<file path="config.mk">
export PLATFORM = sky130hd
export DESIGN_NAME = hazard_detect_unit
export DESIGN_NICKNAME = d
export VERILOG_FILES = /design/src/rtl/hazard_pkg.sv /design/src/rtl/md_busy_counter.sv /design/src/rtl/hazard_detect_unit.sv
export SDC_FILE = /design/constraint.sdc
export NUM_CORES = 1
export LEC_CHECK = 0
export CAP_MARGIN = 20
export CORE_MARGIN = 4
export CORE_UTILIZATION = 29
export CTS_BUF_LIST = sky130_fd_sc_hd__clkbuf_4 sky130_fd_sc_hd__clkbuf_8
export DETAILED_ROUTE_END_ITERATION = 10
export PLACE_DENSITY_LB_ADDON = 0.25
export SLEW_MARGIN = 25
export SYNTH_ARGS = -nofsm -noshare
export SYNTH_HDL_FRONTEND = slang
export SYNTH_SLANG_ARGS = --single-unit
</file>
<file path="constraint.sdc">
create_clock -name clk -period 1.5 [get_ports clk]
set_input_delay 0.225 -clock clk [delete_from_list [all_inputs] [get_ports clk]]
set_output_delay 0.225 -clock clk [all_outputs]
set_load 0.05 [all_outputs]
</file>
<file path="src/rtl/hazard_pkg.sv">
// Shared types and constants for the pipeline hazard detection unit.
package hazard_pkg;

    typedef enum logic {
        RUN     = 1'b0,
        MD_BUSY = 1'b1
    } hazardState_t;

    localparam logic [4:0] REG_ZERO = 5'd0;
    localparam int unsigned STATS_W = 32;

endpackage

</file>
<file path="src/rtl/md_busy_counter.sv">
// Down-counter tracking the remaining freeze cycles of a multi-cycle mult/div in EX.
module md_busy_counter #(
    parameter int unsigned MD_LATENCY = 4
) (
    input  logic clk,
    input  logic rst_n,
    input  logic load,
    input  logic dec,
    output logic zero
);

    localparam int unsigned CNT_W    = $clog2(MD_LATENCY) + 1;
    localparam int unsigned LOAD_VAL = (MD_LATENCY > 1) ? MD_LATENCY - 2 : 0;

    logic [CNT_W-1:0] mdCnt;

    always_ff @(posedge clk or negedge rst_n) begin
        if (!rst_n) begin
            mdCnt <= '0;
        end else if (load) begin
            mdCnt <= CNT_W'(LOAD_VAL);
        end else if (dec && (mdCnt != '0)) begin
            mdCnt <= mdCnt - CNT_W'(1);
        end
    end

    assign zero = (mdCnt == '0);

endmodule

</file>
<file path="src/rtl/hazard_detect_unit.sv">
// Stall/flush controller: load-use bubble, mult/div freeze, taken-branch flush.
// Optional stall statistics output enabled by defining HAZARD_STATS_EN.
module hazard_detect_unit
    import hazard_pkg::*;
#(
    parameter int unsigned MD_LATENCY = 4
) (
    input  logic       clk,
    input  logic       rst_n,
    input  logic [4:0] IFID_RegisterRs,
    input  logic [4:0] IFID_RegisterRt,
    input  logic       IFID_UsesRt,
    input  logic       IDEX_MemRead,
    input  logic [4:0] IDEX_RegisterRt,
    input  logic       IDEX_MultDiv,
    input  logic       EX_BranchTaken,
    output logic       PCWrite,
    output logic       IFIDWrite,
    output logic       IDEXWrite,
    output logic       IDEX_Bubble,
    output logic       IFID_Flush,
    output logic       EXMEM_Bubble,
    output logic       MD_Busy
`ifdef HAZARD_STATS_EN
    ,
    output logic [STATS_W-1:0] StallCycles
`endif
);

    hazardState_t state;
    logic         loadUse;
    logic         mdStart;
    logic         mdDec;
    logic         mdZero;

    md_busy_counter #(
        .MD_LATENCY(MD_LATENCY)
    ) uMdCnt (
        .clk  (clk),
        .rst_n(rst_n),
        .load (mdStart),
        .dec  (mdDec),
        .zero (mdZero)
    );

    assign loadUse = IDEX_MemRead && (IDEX_RegisterRt != REG_ZERO) &&
                     ((IDEX_RegisterRt == IFID_RegisterRs) ||
                      (IFID_UsesRt && (IDEX_RegisterRt == IFID_RegisterRt)));

    // Outputs are forced to their defaults while reset is held, regardless of inputs.
    always_comb begin
        PCWrite      = 1'b1;
        IFIDWrite    = 1'b1;
        IDEXWrite    = 1'b1;
        IDEX_Bubble  = 1'b0;
        IFID_Flush   = 1'b0;
        EXMEM_Bubble = 1'b0;
        mdStart      = 1'b0;
        mdDec        = 1'b0;
        if (rst_n) begin
            unique case (state)
                RUN: begin
                    if (EX_BranchTaken) begin
                        IFID_Flush  = 1'b1;
                        IDEX_Bubble = 1'b1;
                    end else if (IDEX_MultDiv && (MD_LATENCY > 1)) begin
                        PCWrite      = 1'b0;
                        IFIDWrite    = 1'b0;
                        IDEXWrite    = 1'b0;
                        EXMEM_Bubble = 1'b1;
                        mdStart      = 1'b1;
                    end else if (loadUse) begin
                        PCWrite     = 1'b0;
                        IFIDWrite   = 1'b0;
                        IDEX_Bubble = 1'b1;
                    end
                end
                MD_BUSY: begin
                    if (!mdZero) begin
                        PCWrite      = 1'b0;
                        IFIDWrite    = 1'b0;
                        IDEXWrite    = 1'b0;
                        EXMEM_Bubble = 1'b1;
                        mdDec        = 1'b1;
                    end
                end
                default: ;
            endcase
        end
    end

    always_ff @(posedge clk or negedge rst_n) begin
        if (!rst_n) begin
            state <= RUN;
        end else begin
            unique case (state)
                RUN:     if (mdStart) state <= MD_BUSY;
                MD_BUSY: if (mdZero)  state <= RUN;
                default: state <= RUN;
            endcase
        end
    end

    assign MD_Busy = (state != RUN);

`ifdef HAZARD_STATS_EN
    always_ff @(posedge clk or negedge rst_n) begin
        if (!rst_n) begin
            StallCycles <= '0;
        end else if (!PCWrite && (StallCycles != '1)) begin
            StallCycles <= StallCycles + STATS_W'(1);
        end
    end
`endif

endmodule

</file>
### The metal 3 layer, run 1

(8 px per um) Cells faint in the background.
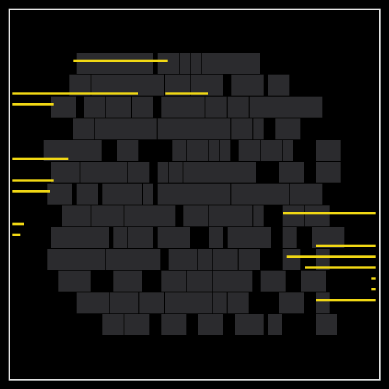
15 nets have wire on it. The longest straight run is 15.4 um. The layer holds 6.4% of the routed length. The layer carries 99.8 um of wire. The wires run mostly horizontal.
Final Routed Wirelength: 1.57 mm
grt met3 use: 5.86%
total number of vias: 548

### Clock nets, run 1

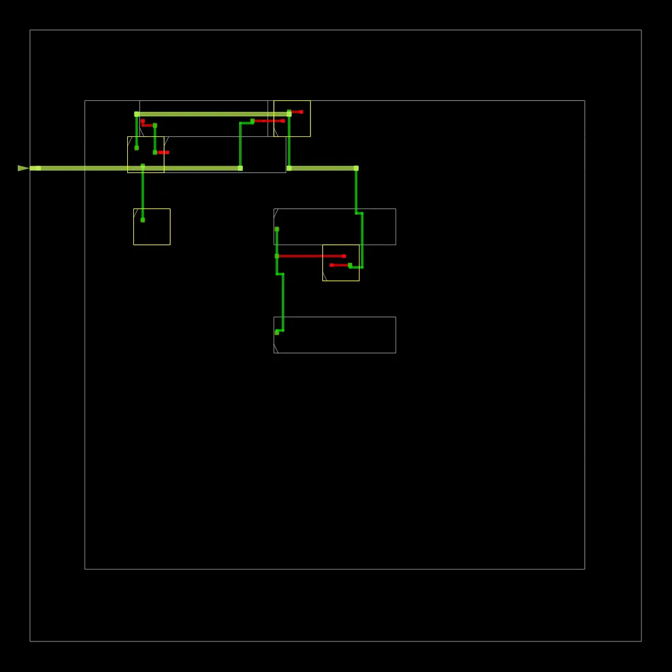
Flops: 4
Late-Pin Clk Latency: 0.24 ns
clock buffer instance count of the final layout: 4
largest clock skew in the final design: 0.00287 ns

### Clock network drawn from the DEF, run 1

(10 px per um)
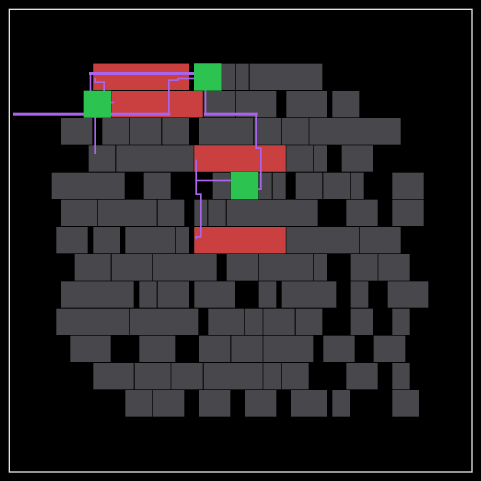
Key: clock wires = purple [length 79.0 um]; clock-net drivers = green [count 3]; flip-flops = red [count 4]
There are 4 routed clock nets.

-- run 1: worst min-delay path by stage --
stage                            endpoint  slack (ns)  cells after the start
after CTS                 uMdCnt.mdCnt[1]        0.09                      2
after global routing      uMdCnt.mdCnt[1]        0.10                      2
after floorplan                   MD_Busy       -0.07                      0
final                     uMdCnt.mdCnt[1]        0.09                      2
after detailed placement  uMdCnt.mdCnt[0]        0.48                      2
after global placement    uMdCnt.mdCnt[0]        0.47                      2
-- run 1: worst register-to-register path: stages, from the launching register on --
cell,delay [ns]
dfrtp_1,0.39
inv_2,0.09
buf_4,0.10
buf_4,0.09
buf_4,0.09
buf_4,0.09
buf_6,0.09
ha_4,0.12
inv_2,0.03
or3_4,0.38
a21oi_2,0.15
-- run 1: repair_timing --
item                                    CTS  global route
gates resized                            51            13
pin swaps                                17            10
buffers inserted                          6             0
endpoints found under the setup margin    7             8
-- run 1: where the power goes --
part	leakage [nW]	switching, mW	internal (mW)	total (mW)
logic	0.417	0.532	0.634	1.17
registers	0.0481	0.0433	0.161	0.205
clock network	0.0184	0.0473	0.118	0.165
total	0.484	0.623	0.913	1.54
-- run 1: metrics by stage --
stage                     cell area, um2  power, mW  utilization [%]  hold slack, ns  setup slack (ns)
after global placement               881       1.07             66.0           0.474            -0.645
after global routing                1010       1.63             75.5           0.100            -0.310
after floorplan                      449      0.671                -         -0.0706            -0.493
final                               1010       1.54             75.5          0.0896            -0.258
after detailed placement             881       1.09             66.0           0.479            -0.667
after CTS                            987       1.50             74.0          0.0866            -0.243
-- run 1: synth_stat cells --
library cell	instances	area share (%)
and4bb_4	1	3.9
o21ai_0	2	2.4
a32oi_1	1	2.1
a21oi_1	1	1.2
dfrtp_1	4	24
ha_1	2	5.9
or4_1	1	1.8
or4b_1	1	2.4
a21o_2	1	2.1
inv_1	3	2.7
o21ai_1	1	1.2
nand3_1	1	1.2
o21bai_1	1	1.8
and3b_2	1	2.4
a31oi_4	1	5.0
nor2_1	2	1.8
o31a_2	1	2.4
nor4_1	1	1.5
buf_4	1	1.8
mux2_4	1	3.6
xor2_1	9	19
or3_1	1	1.5
inv_2	1	0.89
nor3_1	1	1.2
xnor2_1	1	2.1
nand2_1	4	3.6
nand2b_1	1	1.5
-- run 1: flip-flops by register name (all words and copies together) (netlist names) --
signal        flops
MD_Busy           1
uMdCnt.mdCnt      3
-- run 1: layer usage --
layer / track usage (%) / share of wire [%] / wire (um) / vias to the layer above
li1: - / - / - / 262
met1: 17.8 / 37 / 583 / 268
met3: 5.86 / 6.3 / 99 / 0
met4: 1.70 / 0 / 0 / 0
met2: 31.6 / 56 / 886 / 18
met5: 0 / 0 / 0 / -
-- run 1: layout make-up --
type / instances / area share (%)
Sequential cell: 4 / 10.1
Timing Repair Buffer: 47 / 45.3
Clock buffer: 4 / 2.98
Tap cell: 15 / 1.86
Multi-Input combinational cell: 37 / 38.3
Inverter: 4 / 1.49
==> run_results.csv, run 1 <==
group,metric,value,unit
routing,drt_pre_antenna_iters,2,
grt,grt.total_usage,16.6,%
die,die.size.x,46.1,um
run_status,result_of_the_run,"finished with violations",
sta,rsz0062_at_grt,"yes",
run_status,violations,"setup timing",
final_layout,layout.cells.most_common_list,"buf_4, xor2_1, dlygate4sd2_1, buf_6, buf_12",
sta,layout_min_cycle_time,1.76,ns
routing,route.antenna.remaining_nets,0,
grt,grt_pass1_vias,612,
critical_path,end_kind,"output pin",
die,num_io_pins,28,
routing,drc_errors,0,
yosys,yosys.cell_types.count,27,
yosys,net_count_after_synthesis,69,
clock_tree,cts.sink_count,4,
sta,setup_viol,7,
critical_path,critPathMaxFanout,6,
flow_run,drv_cap,0,
yosys,synthesized_area_per_cell,9.17,um2
sta,timing.final.ws_setup,-0.258,ns
critical_path,cp.arrival,1.53,ns
yosys,yosys_warnings,0,
critical_path,path_delay_family,"AND-OR/OR-AND gates",
placed_design,placedCellCount,102,
yosys,synth_seq_share,23.7,%
final_layout,area_delta_synth_final,139,%
## Run 2: what changed since run 1
Settings changed: TNS_END_PERCENT from default to 30.
### Placement by cell class, run 2

(6 px per um)
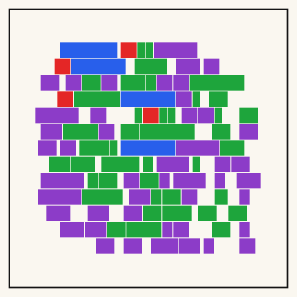
Key: registers = blue [cells 4, share of their area 10%]; clock drivers and dummy loads = red [cells 4, share of their area 3.1%]; remaining buffers and delay cells = purple [cells 46, share of their area 46%]; remaining logic cells = green [cells 41, share of their area 41%]
core area: 0.00133 mm2
core utilization of the finished layout: 75.0%
std cell rows: 13

==> run_results.csv, run 2 <==
group,metric,value,unit
run_status,result_of_the_run,"finished with violations",
run_status,violations,"setup timing",
sta,fin_worst_skew,0.00264,ns
yosys,yosysTopAreaCellShare,23.7,%
final_layout,area_delta_synth_final,137,%
routing,vias,523,
yosys,post-synth-top-area-cell,"dfrtp_1",
critical_path,end_kind,"output pin",
yosys,synth.most_common_cell,"xor2_1",
final_layout,final_area,1000,um2
sta,layout_min_cycle_time,1.75,ns
yosys,yosys_warnings,0,
yosys,synth_seq_share,23.7,%
grt,grt.total_usage,16.5,%
yosys,synthesized_area_per_cell,9.17,um2
critical_path,cp.arrival,1.53,ns
clock_tree,cts.sink_count,4,
yosys,synth_async_sr_flop_share,100,%
grt,grt_pass1_vias,606,
sta,timing.final.ws_setup,-0.252,ns
yosys,yosys.cell_types.count,27,
flow_run,drv_cap,0,
sta,setup_viol,6,
critical_path,critPathMaxFanout,6,
yosys,synth.cells.most_frequent,"xor2_1, dfrtp_1, nand2_1",
final_layout,largest_reg_flops,3,
placed_design,placedCellCount,102,
critical_path,path_delay_family,"AND-OR/OR-AND gates",
final_layout,registers.top_by_ff_count,"uMdCnt.mdCnt",
routing,routed_wl,1.49,mm
yosys,synth_top_flop_cell,"dfrtp_1",
sta,rsz0062_at_grt,"yes",
sta,hold_slack,0.0856,ns
routing,drc_errors,0,
run 2: cell types whose count changed in the layout (fill, tap and decap cells not counted):
cell and change:
buf_6 -1, dlygate4sd2_1 -1, dlymetal6s2s_1 +1
run 2: layout make-up:
type,count,area [um2],area share (%)
Tap cell,15,18.8,1.88
Multi-Input combinational cell,37,385,38.5
Timing Repair Buffer,46,449,44.9
Clock buffer,4,30.0,3.00
Inverter,4,15.0,1.50
Sequential cell,4,101,10.1
run 2: kinds of logic after synthesis:
group                    count (synthesis)  share of synthesized area (%)
AND-OR/OR-AND                            9                           18.1
XOR/XNOR                                10                           20.8
adder cells (fa/ha/maj)                  2                           5.93
buffers and inverters                    5                           5.34
flip-flops                               4                           23.7
multiplexers                             1                           3.56
AND/OR/NAND/NOR                         15                           22.6
run 2: what timing repair did:
| action | 4_1_cts | 5_1_grt |
|---|---|---|
| gates resized | 49 | 14 |
| buffers inserted | 5 | 0 |
| gates cloned | 0 | 0 |
| hold endpoints to repair | 0 | 0 |
| endpoints found under the setup margin | 7 | 7 |
| pin swaps | 16 | 11 |
run 2: layer usage:
| metal | vias up | track usage, % | part of all wire (%) |
|---|---|---|---|
| li1 | 262 | - | - |
| met1 | 245 | 17.5 | 38 |
| met2 | 16 | 31.6 | 55 |
| met5 | - | 0 | 0 |
| met4 | 0 | 1.70 | 0 |
| met3 | 0 | 5.86 | 6.3 |
run 2: worst min path at each step:
stage	endpoint	depth (start not counted)	slack, ns
global route	uMdCnt.mdCnt[1]	2	0.10
finish	uMdCnt.mdCnt[1]	2	0.09
CTS	uMdCnt.mdCnt[1]	2	0.09
detailed placement	uMdCnt.mdCnt[0]	2	0.48
floorplan	MD_Busy	0	-0.07
global placement	uMdCnt.mdCnt[0]	2	0.47
run 2: power by group:
group	internal [mW]	switching [mW]	total [mW]	leakage (nW)
clock	0.118	0.0472	0.165	0.0184
sequential	0.161	0.0435	0.205	0.0481
combinational	0.619	0.525	1.14	0.419
total	0.899	0.616	1.51	0.486
## Run 3: what changed since run 2
Clock period 1.5 ns to 1.7 ns, I/O delays scaled along.
### Clock network drawn from the DEF, run 3

(10 px per um)
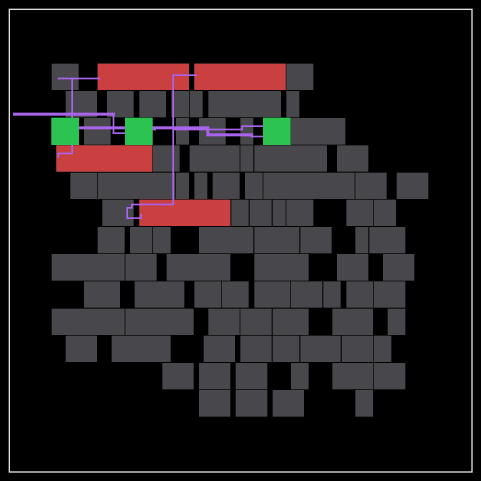
Key: flip-flops = red [count 4]; clock wires = purple [length 84.7 um]; clock-net drivers = green [count 3]
There are 4 routed clock nets.

==> run_results.csv, run 3 <==
group,metric,value,unit
power_and_ir_drop,clock_power_share,13.2,%
critical_path,cp.arrival,1.49,ns
routing,drc_errors,0,
yosys,net_count_after_synthesis,69,
yosys,post-synth-top-area-cell,"dfrtp_1",
die,num_io_pins,28,
placed_design,pre_cts_slack,-0.539,ns
yosys,synthesized_area_per_cell,9.17,um2
yosys,edf_count,0,
clock_tree,clk-insertion-delay-late,0.24,ns
power_and_ir_drop,p_int,662,uW
yosys,yosys.cell_types.count,27,
grt,grt.total_usage,15.2,%
sta,setup_viol,3,
power_and_ir_drop,sequentialPowerShare,15.7,%
power_and_ir_drop,comb_power_share,71.2,%
run_status,violations,"setup timing",
routing,drt_pre_antenna_iters,2,
sta,timing.final.ws_setup,-0.0463,ns
sta,rsz0062_at_grt,"yes",
run_status,result_of_the_run,"finished with violations",
-- run 3: cell types whose count changed in the layout (fill, tap and decap cells not counted), sizes merged --
cell           before  now
clkdlybuf4s15       2    1
dlymetal6s2s        1    0
clkbuf              6    4
clkdlybuf4s50       3    1
buf                31   28
dlygate4sd2         7   11
-- run 3: timing repair --
item,CTS,global route
pin swaps,16,0
endpoints found under the setup margin,5,5
endpoints found under the hold margin,0,0
hold buffers,0,0
buffers inserted,5,0
gates resized,53,1
-- run 3: power groups by stage --
stage | Combinational (mW) | Clock, mW | Sequential (mW)
global route | 0.873 | 0.165 | 0.184
floorplan | 0.383 | 0 | 0.209
global placement | 0.672 | 0 | 0.168
CTS | 0.823 | 0.154 | 0.178
detailed placement | 0.684 | 0 | 0.171
finish | 0.816 | 0.151 | 0.180
-- run 3: path summary, 6_finish.rpt --
path                              endpoint
setup / recovery               IDEX_Bubble
hold / removal             uMdCnt.mdCnt[1]
setup reg to reg           uMdCnt.mdCnt[2]
hold reg to reg            uMdCnt.mdCnt[0]
max in group asynchronous          MD_Busy
min in group clk           uMdCnt.mdCnt[0]
-- run 3: final cells by class --
class / instances / area (um2) / share of cell area [%]
Timing Repair Buffer: 41 / 387 / 42.6
Multi-Input combinational cell: 37 / 357 / 39.3
Sequential cell: 4 / 101 / 11.2
Clock buffer: 4 / 30.0 / 3.31
Tap cell: 15 / 18.8 / 2.07
Inverter: 4 / 15.0 / 1.65
-- run 3: metrics by stage --
stage	cell area, um2	util, %	TNS, ns	power, mW	instances
4_1_cts	903	67.7	-0.155	1.16	105
6_report	908	68.1	-0.125	1.15	105
3_3_place_gp	823	61.7	-1.46	0.841	96
3_5_place_dp	823	61.7	-1.64	0.854	96
2_1_floorplan	449	-	-0.798	0.592	46
5_1_grt	908	68.1	-0.380	1.22	105
-- run 3: layer usage --
layer  wire, um  share of wire (%)  global-route usage (%)
met5          0                  0                       0
met4          0                  0                    1.70
met2        666                 51                    26.4
met1        512                 39                    18.2
met3        129                9.9                    5.86
-- run 3: worst max-delay path: stages --
cell and delay, ns:
dlygate4sd2_1 0.27, o21ai_2 0.09, or4b_4 0.55, o21bai_4 0.18, buf_12 0.15
-- run 3: cell families (layout without fill, tap and decap cells) --
family                     after synthesis  in the layout  synth area share (%)
and+or+nand+nor                         15             15                  22.6
xor gates and xnor gates                10             10                  20.8
AOI/OAI and AO/OA                        9              9                  18.1
buffers and inverters                    5             49                  5.34
DFF                                      4              4                  23.7
adders and majority gates                2              2                  5.93
muxes                                    1              1                  3.56
No activity file was given, so power comes from the tool's default toggle rates.
